### src/rtl/tag_gate_filter.sv
// tag_gate_filter: registered tag-word stage that drops events by
// channel enable mask and a start/stop driven gate, with event counters.
module tag_gate_filter #(
    parameter int WORD_WIDTH = 4
) (
    input  logic                    clk,
    input  logic                    rst_n,
    input  logic                    s_axis_tvalid,
    input  logic [63:0]             s_axis_tagtime [WORD_WIDTH],
    input  logic signed [5:0]       s_axis_channel [WORD_WIDTH],
    input  logic [WORD_WIDTH-1:0]   s_axis_tkeep,
    input  logic [63:0]             s_lowest_time_bound,
    output logic                    m_axis_tvalid,
    output logic [63:0]             m_axis_tagtime [WORD_WIDTH],
    output logic signed [5:0]       m_axis_channel [WORD_WIDTH],
    output logic [WORD_WIDTH-1:0]   m_axis_tkeep,
    output logic [63:0]             m_lowest_time_bound,
    input  logic                    config_en_i,
    input  logic [35:0]             enable_mask_i,
    input  logic [35:0]             gated_mask_i,
    input  logic signed [5:0]       gate_start_channel_i,
    input  logic signed [5:0]       gate_stop_channel_i,
    input  logic                    counter_clear_i,
    output logic [31:0]             passed_count_o,
    output logic [31:0]             dropped_count_o,
    output logic                    gate_open_o
);

    logic [35:0]       en_mask;
    logic [35:0]       gt_mask;
    logic signed [5:0] start_ch;
    logic signed [5:0] stop_ch;
    logic              gate_q;
    logic              gate_open_q;
    logic [31:0]       passed_cnt;
    logic [31:0]       dropped_cnt;

    logic [WORD_WIDTH-1:0] keep_d;
    logic                  gate_d;
    logic                  gate_open_d;
    logic [31:0]           pass_inc;
    logic [31:0]           all_inc;
    logic [31:0]           drop_inc;

    // {valid, bit index}: +c -> c-1, -c -> 17+c, anything else invalid
    function automatic logic [6:0] ch_index(input logic signed [5:0] ch);
        int c;
        c = int'(ch);
        if (c >= 1 && c <= 18) begin
            return {1'b1, 6'(c - 1)};
        end else if (c <= -1 && c >= -18) begin
            return {1'b1, 6'(17 - c)};
        end
        return 7'd0;
    endfunction

    function automatic logic [31:0] sat_add(input logic [31:0] a,
                                            input logic [31:0] b);
        logic [32:0] s;
        s = {1'b0, a} + {1'b0, b};
        return s[32] ? 32'hFFFF_FFFF : s[31:0];
    endfunction

    // Walk lanes in time order, deciding each lane on the gate state before it
    always_comb begin
        logic       g;
        logic [6:0] ci;
        g        = (start_ch == 6'sd0) ? 1'b1 : gate_q;
        ci       = '0;
        keep_d   = '0;
        pass_inc = '0;
        all_inc  = '0;
        for (int i = 0; i < WORD_WIDTH; i++) begin
            if (s_axis_tvalid && s_axis_tkeep[i]) begin
                ci      = ch_index(s_axis_channel[i]);
                all_inc = all_inc + 32'd1;
                if (ci[6] && en_mask[ci[5:0]] && (!gt_mask[ci[5:0]] || g)) begin
                    keep_d[i] = 1'b1;
                    pass_inc  = pass_inc + 32'd1;
                end
                if (start_ch != 6'sd0) begin
                    if (start_ch == stop_ch) begin
                        if (s_axis_channel[i] == start_ch) g = ~g;
                    end else if (s_axis_channel[i] == start_ch) begin
                        g = 1'b1;
                    end else if (s_axis_channel[i] == stop_ch) begin
                        g = 1'b0;
                    end
                end
            end
        end
        drop_inc = all_inc - pass_inc;
        if (config_en_i) begin
            gate_d      = 1'b0;
            gate_open_d = (gate_start_channel_i == 6'sd0);
        end else begin
            gate_d      = (start_ch == 6'sd0) ? 1'b0 : g;
            gate_open_d = g;
        end
    end

    // Data path register: word forwarded unchanged except for tkeep
    always_ff @(posedge clk or negedge rst_n) begin
        if (!rst_n) begin
            m_axis_tvalid       <= 1'b0;
            m_axis_tkeep        <= '0;
            m_lowest_time_bound <= '0;
            for (int i = 0; i < WORD_WIDTH; i++) begin
                m_axis_tagtime[i] <= '0;
                m_axis_channel[i] <= '0;
            end
        end else begin
            m_axis_tvalid       <= s_axis_tvalid;
            m_axis_tkeep        <= keep_d;
            m_lowest_time_bound <= s_lowest_time_bound;
            for (int i = 0; i < WORD_WIDTH; i++) begin
                m_axis_tagtime[i] <= s_axis_tagtime[i];
                m_axis_channel[i] <= s_axis_channel[i];
            end
        end
    end

    // Config latch and gate state; a config write always closes the gate
    always_ff @(posedge clk or negedge rst_n) begin
        if (!rst_n) begin
            en_mask     <= '1;
            gt_mask     <= '0;
            start_ch    <= '0;
            stop_ch     <= '0;
            gate_q      <= 1'b0;
            gate_open_q <= 1'b0;
        end else begin
            if (config_en_i) begin
                en_mask  <= enable_mask_i;
                gt_mask  <= gated_mask_i;
                start_ch <= gate_start_channel_i;
                stop_ch  <= gate_stop_channel_i;
            end
            gate_q      <= gate_d;
            gate_open_q <= gate_open_d;
        end
    end

    // Saturating statistics; clear wins over the same-cycle increment
    always_ff @(posedge clk or negedge rst_n) begin
        if (!rst_n) begin
            passed_cnt  <= '0;
            dropped_cnt <= '0;
        end else if (counter_clear_i) begin
            passed_cnt  <= '0;
            dropped_cnt <= '0;
        end else begin
            passed_cnt  <= sat_add(passed_cnt, pass_inc);
            dropped_cnt <= sat_add(dropped_cnt, drop_inc);
        end
    end

    assign passed_count_o  = passed_cnt;
    assign dropped_count_o = dropped_cnt;
    assign gate_open_o     = gate_open_q;

endmodule

### config.mk
export PLATFORM = sky130hd
export DESIGN_NAME = tag_gate_filter
export DESIGN_NICKNAME = d
export VERILOG_FILES = /design/src/rtl/tag_gate_filter.sv
export SDC_FILE = /design/constraint.sdc
export NUM_CORES = 1
export LEC_CHECK = 0
export ABC_CLOCK_PERIOD_IN_PS = 7900
export CORE_AREA = 2 2 334 336
export CTS_BUF_LIST = sky130_fd_sc_hd__clkbuf_16
export DETAILED_ROUTE_END_ITERATION = 16
export DIE_AREA = 0 0 336 338
export GPL_ROUTABILITY_DRIVEN = 0
export PLACE_DENSITY = 0.42
export SLEW_MARGIN = 20
export SYNTH_ARGS = -nofsm -noshare
export SYNTH_HDL_FRONTEND = slang
export SYNTH_SLANG_ARGS = --single-unit
### constraint.sdc
create_clock -name clk -period 7.9 [get_ports clk]
set_input_delay 0.79 -clock clk [delete_from_list [all_inputs] [get_ports clk]]
set_output_delay 0.79 -clock clk [all_outputs]
set_load 0.02 [all_outputs]
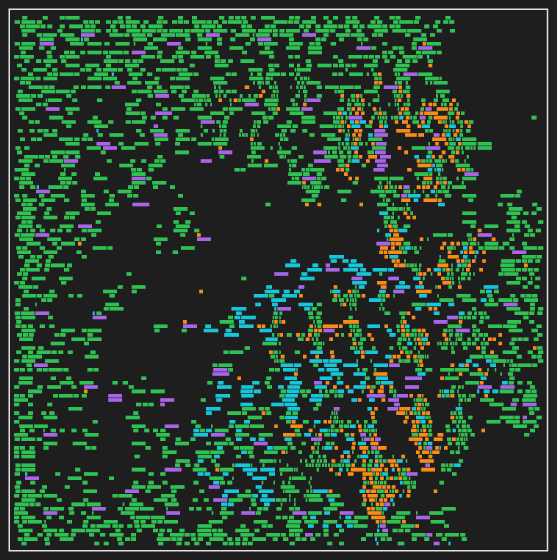
Figure 1: run 1, cells by drive strength.
Key: cyan = drive 2 [cells 255, most used mux2_2]; orange = drive 3 to 4 [cells 391, most used buf_4]; green = drive 1 or less [cells 2170, most used clkdlybuf4s50_1]; purple = drive 6 and up [cells 123, most used clkbuf_16]
Synth-to-Final Area Change: 74.5%
non-clock buffer count: 1209
Final Instance Area: 37600 um2
fin worst setup slack: 0.240 ns

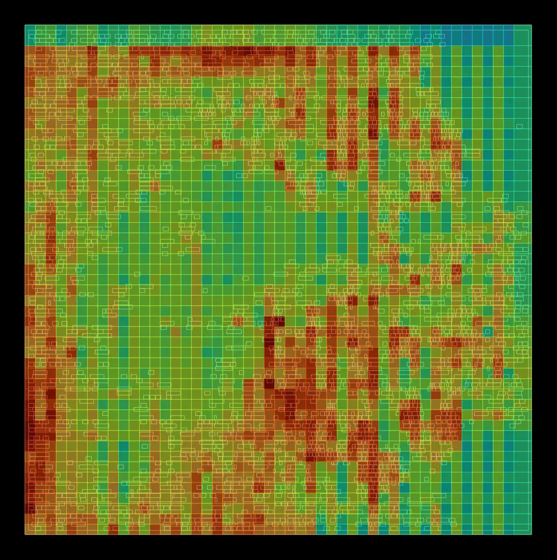
Figure 2: run 1, track usage over the die.
met3 Use GR: 0.120
global route hottest layer: met2
post-layout util: 0.341
GRT Util Overall: 0.232
met1 usage: 0.266

==> changes_impl.md, run 1 <==
## Implementation

- Outcome: completed
- Total grt overflow: 0
- Commonest flop: dfrtp_1
- Area after DPL: 34200 um2
- Syn avg cell area: 12.8 um2
- Worst-Margin Slew: 0.906 ns
- Crit path max-delay family: AND-OR/OR-AND gates
- Via count: 19600
- Setup TNS: 0 ns
- Cell with the most instances after synthesis: dfrtp_1
- Number of port buffers: 850
- Reg2Reg Depth: 36
- Fillers: 10900
- Slowest cell on the critical path: or4b_4
- Asr flop ratio synth: 1.00
- Met2 wire length: 63.0 mm
- Peak VDD IR: 137 uV
- Total Power: 8.51 mW
- Die X: 336 um
- CP Buf/Inv Count: 9
- Pre-CTS WS: -1.29 ns
- Count of pins over their slew limit: 0
- Critical Path AT: 8.14 ns
- Crit path launch: s_axis_channel[0]
- Distinct lib cells: 98
- Logic area: 9180 um2
- Detailed Routing Iterations Pass 1: 5
- EDFF count, synth: 0
- YS chip area: 21500 um2
- TritonCTS clock tree: done
- Wire length per cell: 30.2 um
- Uppermost layer routed: met5
- Max_slew headroom: 0.394
- Post-layout period usage: 0.970
- Final tally of hold violations: 0
- Final #Nets: 3392
- CP startpoint kind: input pin
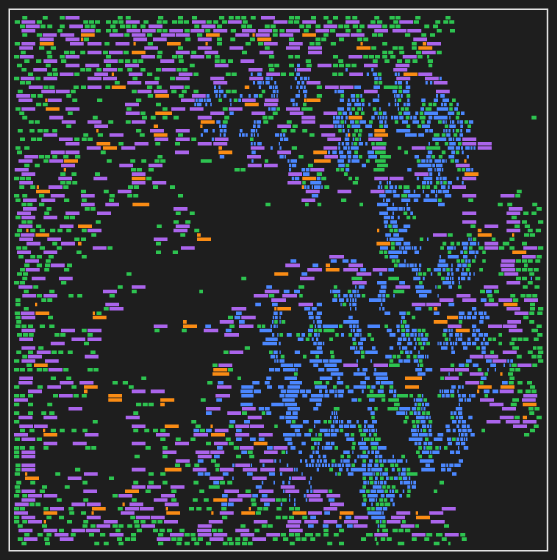
Figure 3: run 1, cells coloured by class.
Key: blue = all other logic [cells 1109, share of their area 26%]; purple = flip-flops [cells 499, share of their area 35%]; orange = clock drivers and dummy loads [cells 122, share of their area 6.0%]; green = other buffers and delay cells [cells 1209, share of their area 32%]
sequential cell area share: 0.333
core area: 110000 um2
num rows: 122

[run 1: final cells by class]
class	count	area share
Sequential cell	499	0.333
Timing Repair Buffer	1209	0.308
Multi-Input combinational cell	1053	0.244
Tap cell	1488	0.0495
Clock buffer	67	0.0446
Clock inverter	55	0.0123
Inverter	56	0.00593
Antenna cell	30	0.00200
[run 1: what timing repair did]
| action | 4_1_cts | 5_1_grt |
|---|---|---|
| gates resized | 88 | 102 |
| hold buffers | 0 | 0 |
| endpoints found under the setup margin | 32 | 32 |
| gates cloned | 4 | 2 |
| pin swaps | 32 | 53 |
| buffers inserted | 29 | 17 |
[run 1: per-layer routing]
metal	GRT usage	vias to the layer above
li1	-	8486
met1	0.266	10000
met2	0.375	902
met3	0.120	245
met4	0.0647	14
met5	0.0136	-
[run 1: layout by cell type (no fill, tap or decap), types with 10 or more instances in the layout]
master / instances
mux4_2: 35
nand4_1: 18
ha_1: 52
mux2_2: 84
and3_1: 13
ha_4: 14
nor4_1: 10
a21oi_2: 14
buf_12: 19
o21a_1: 10
xor2_1: 59
clkinv_1: 13
a31oi_1: 11
o211ai_1: 16
diode_2: 30
dfstp_2: 36
a211oi_1: 10
buf_4: 320
nand3_1: 38
nor2_1: 47
inv_1: 62
nand2_1: 102
nor3_1: 25
clkbuf_16: 69
xnor2_1: 61
mux2i_1: 50
nand2b_1: 13
dfrtp_1: 463
clkdlybuf4s50_1: 831
buf_6: 19
a21oi_1: 106
o21ai_0: 28
a21o_1: 27
[run 1: per-stage QoR]
step / hold WS [ns] / instances
floorplan: 0.482 / 1690
global placement: 0.565 / 4258
detailed placement: 0.569 / 4258
CTS: 0.163 / 4413
global route: 0.159 / 4451
finish: 0.143 / 4457
[run 1: sequential cells by signal (all words and copies together) (netlist names)]
| name | count |
|---|---|
| m_axis_tagtime | 256 |
| m_axis_tvalid | 1 |
| gt_mask | 36 |
| passed_count_o | 32 |
| m_axis_channel | 24 |
| stop_ch | 6 |
| en_mask | 36 |
| m_axis_tkeep | 4 |
| start_ch | 6 |
| gate_q | 1 |
| dropped_count_o | 32 |
| m_lowest_time_bound | 64 |
| gate_open_o | 1 |
[run 1: worst reg2reg max path, delay by kind of cell (launching register included)]
| family | cells | cell delay, ns |
|---|---|---|
| AND-OR/OR-AND | 14 | 2.37 |
| XOR/XNOR | 2 | 0.36 |
| adder cells (fa/ha/maj) | 6 | 1.56 |
| buffers and inverters | 3 | 0.43 |
| flip-flops | 1 | 0.52 |
| multiplexers | 1 | 0.16 |
| AND/OR/NAND/NOR | 10 | 1.93 |
[run 1: power breakdown]
part           leakage (nW)  switching (mW)  internal, mW
logic                  8.86            1.20          1.27
clock network          1.07            1.32          1.70
registers              5.91           0.235          2.78
total                  15.8            2.75          5.75
[run 1: kinds of logic after synthesis]
group	after synthesis	synth area share
compound gates	345	0.110
xor+xnor	124	0.0508
fa+ha+maj	70	0.0421
buf+inv	138	0.0288
flops	499	0.582
mux	181	0.110
other cells	1	0.000174
simple gates	331	0.0762
Figure 4. Wire density map (run 1).
Bar = 100 um. The die is cut into 34 by 34 equal tiles; dark blue is low, red is high, scaled to the fullest tile. Values are wire area over tile area, all layers added.
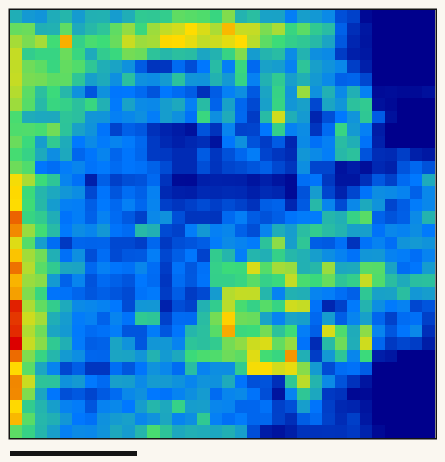

==> run 2, diff against run 1 <==
Settings changed: CORE_AREA 2 2 334 336 to 2 2 330 332, CTS_BUF_LIST sky130_fd_sc_hd__clkbuf_16 to sky130_fd_sc_hd__clkbuf_8, DIE_AREA 0 0 336 338 to 0 0 332 334, HOLD_SLACK_MARGIN set to 0.03, PLACE_DENSITY 0.42 to 0.43.
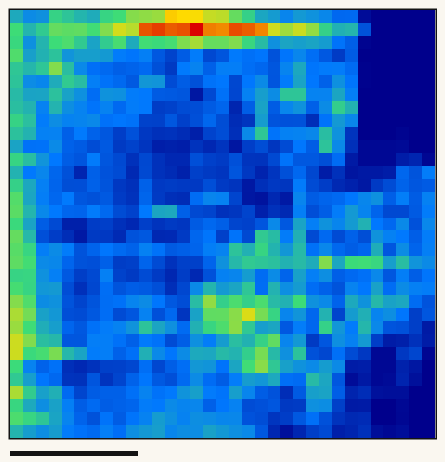
Figure 5: run 2, wire density map.
Bar = 100 um. The die is cut into 33 by 33 equal tiles; dark blue is low, red is high, scaled to the fullest tile. Values are wire area over tile area, all layers added.
The fullest tile reaches 0.84. The emptiest ninth of the die: top right. 8.3% of the tiles are nearly empty. The densest ninth of the die: top left.
via count: 19800
wire length per cell: 30.1 um
drt total wl: 134 mm
GRT Util Overall: 0.235

==> run 2 against run 1 <==
Against the previous run:
- sequential power about the same
- global-route usage increased by 0.35 points
- via count increased by 1.0%
- setup slack got worse by 0.071 ns
- largest power group is now sequential cells
==> changes_impl.md, run 2 <==
## Implementation

- Outcome: completed
- Clock Power Share: 0.339
- Peak VDD IR: 124 uV
- YS chip area: 21500 um2
- Met1 usage: 0.275
- Dpl cells: 4184
- Total grt overflow: 0
- Most flop-heavy register: m_axis_tagtime
- Syn avg cell area: 12.8 um2
- Post-layout util: 0.347
- Synth-to-Final Area Change: 73.6%
- Total Power: 8.27 mW
- Asr flop ratio synth: 1.00
- Cell with the most instances after synthesis: dfrtp_1
- Post-layout period usage: 0.979
- Count of pins over their slew limit: 0
- Met3 Use GR: 0.135
- M2 GR Usage: 0.364
- Sequential power share: 0.365
- Max_slew headroom: 0.310
- CP Buf/Inv Count: 9
- Distinct lib cells: 98
- Logic area: 9160 um2
- Sw Share: 0.327
- EDFF count, synth: 0
- Final tally of hold violations: 0
- Detailed Routing Iterations Pass 1: 5
- Die X: 332 um
- Number of flip-flops in the largest register: 256
- Top Layout Cells: 833 x clkdlybuf4s50_1, 463 x dfrtp_1, 328 x buf_4
- Global route hottest layer: met2
- Crit path max-delay family: AND-OR/OR-AND gates
- NetSw: 2.70 mW
- Internal Power: 5.56 mW
- Fillers: 10700
- Number of port buffers: 850
- CP startpoint kind: input pin
- Finished Layout Cells: 4433
- TritonCTS clock tree: done
- Final #Nets: 3425
- Top Registers: m_axis_tagtime: 256 flops, m_lowest_time_bound: 64 flops
- Gate power share: 0.296
- Slowest cell on the critical path: mux4_2
- Core area: 108000 um2
[run 2: cell counts after synthesis]
No cell type changed its count.
[run 2: final cells by class]
type / instances / share of cell area
clock inverter: 54 / 0.0109
timing repair buffer: 1212 / 0.310
clock buffer: 119 / 0.0438
multi-input combinational: 1053 / 0.245
inverter: 56 / 0.00589
sequential: 499 / 0.335
antenna: 26 / 0.00174
tap: 1414 / 0.0473
[run 2: cells by family after synthesis]
kind of cell	synth area share
buf+inv	0.0288
flops	0.582
compound gates	0.110
fa+ha+maj	0.0421
other cells	0.000174
xor+xnor	0.0508
mux	0.110
simple gates	0.0762
[run 2: worst register-to-register path, delay by kind of cell, from the launching register on]
| kind | cells | cell delay (ns) |
|---|---|---|
| compound gates | 16 | 2.76 |
| simple gates | 9 | 1.73 |
| fa+ha+maj | 5 | 1.12 |
| buf+inv | 5 | 0.83 |
| flops | 1 | 0.46 |
| xor+xnor | 2 | 0.30 |
| mux | 1 | 0.16 |
[run 2: per-layer routing]
metal,vias up,wire length [um]
met2,941,59700
met4,18,4460
met3,244,17600
li1,8555,-
met5,-,280
met1,10100,51600
[run 2: path summary, 6_finish.rpt]
kind                                               from                               end  cells after the start
worst max register to register  start_ch[2]$_DFFE_PN0P_     dropped_count_o[17]$_DFF_PN0_                     38
worst min register to register   en_mask[2]$_DFFE_PN1P_            en_mask[2]$_DFFE_PN1P_                      2
worst min-delay path                 s_axis_channel[19]      m_axis_channel[19]$_DFF_PN0_                      1
max in group asynchronous                         rst_n  m_lowest_time_bound[9]$_DFF_PN0_                      3
min in group asynchronous                         rst_n      m_axis_tagtime[14]$_DFF_PN0_                      2
worst max-delay path                 s_axis_channel[12]     dropped_count_o[17]$_DFF_PN0_                     42
[run 2: repair_timing]
action | 4_1_cts | 5_1_grt
pin swaps | 23 | 57
endpoints found under the setup margin | 32 | 32
gates cloned | 2 | 3
hold endpoints to repair | 61 | 0
hold buffers | 1 | 0
setup buffers | 26 | 19
gates resized | 55 | 104
[run 2: power groups by stage]
stage / registers [mW] / logic [mW] / clock network [mW]
after floorplan: 3.13 / 0.870 / 0
after global placement: 3.05 / 2.28 / 0
after detailed placement: 3.05 / 2.29 / 0
after CTS: 3.01 / 2.35 / 2.91
after global routing: 3.03 / 2.62 / 3.02
final: 3.02 / 2.45 / 2.80
[run 2: stage by stage]
| step | hold WS (ns) | setup TNS, ns | cell area, um2 | setup slack, ns |
|---|---|---|---|---|
| 6_report | 0.235 | 0 | 37400 | 0.169 |
| 5_1_grt | 0.172 | -2.25 | 37400 | -0.105 |
| 4_1_cts | 0.288 | 0 | 36700 | 0.00289 |
| 3_5_place_dp | 0.576 | -55.71 | 34100 | -1.29 |
| 3_3_place_gp | 0.571 | -44.73 | 34100 | -1.11 |
| 2_1_floorplan | 0.482 | -4.01 | 21800 | -0.176 |
No activity file was given, so power comes from the tool's default toggle rates.
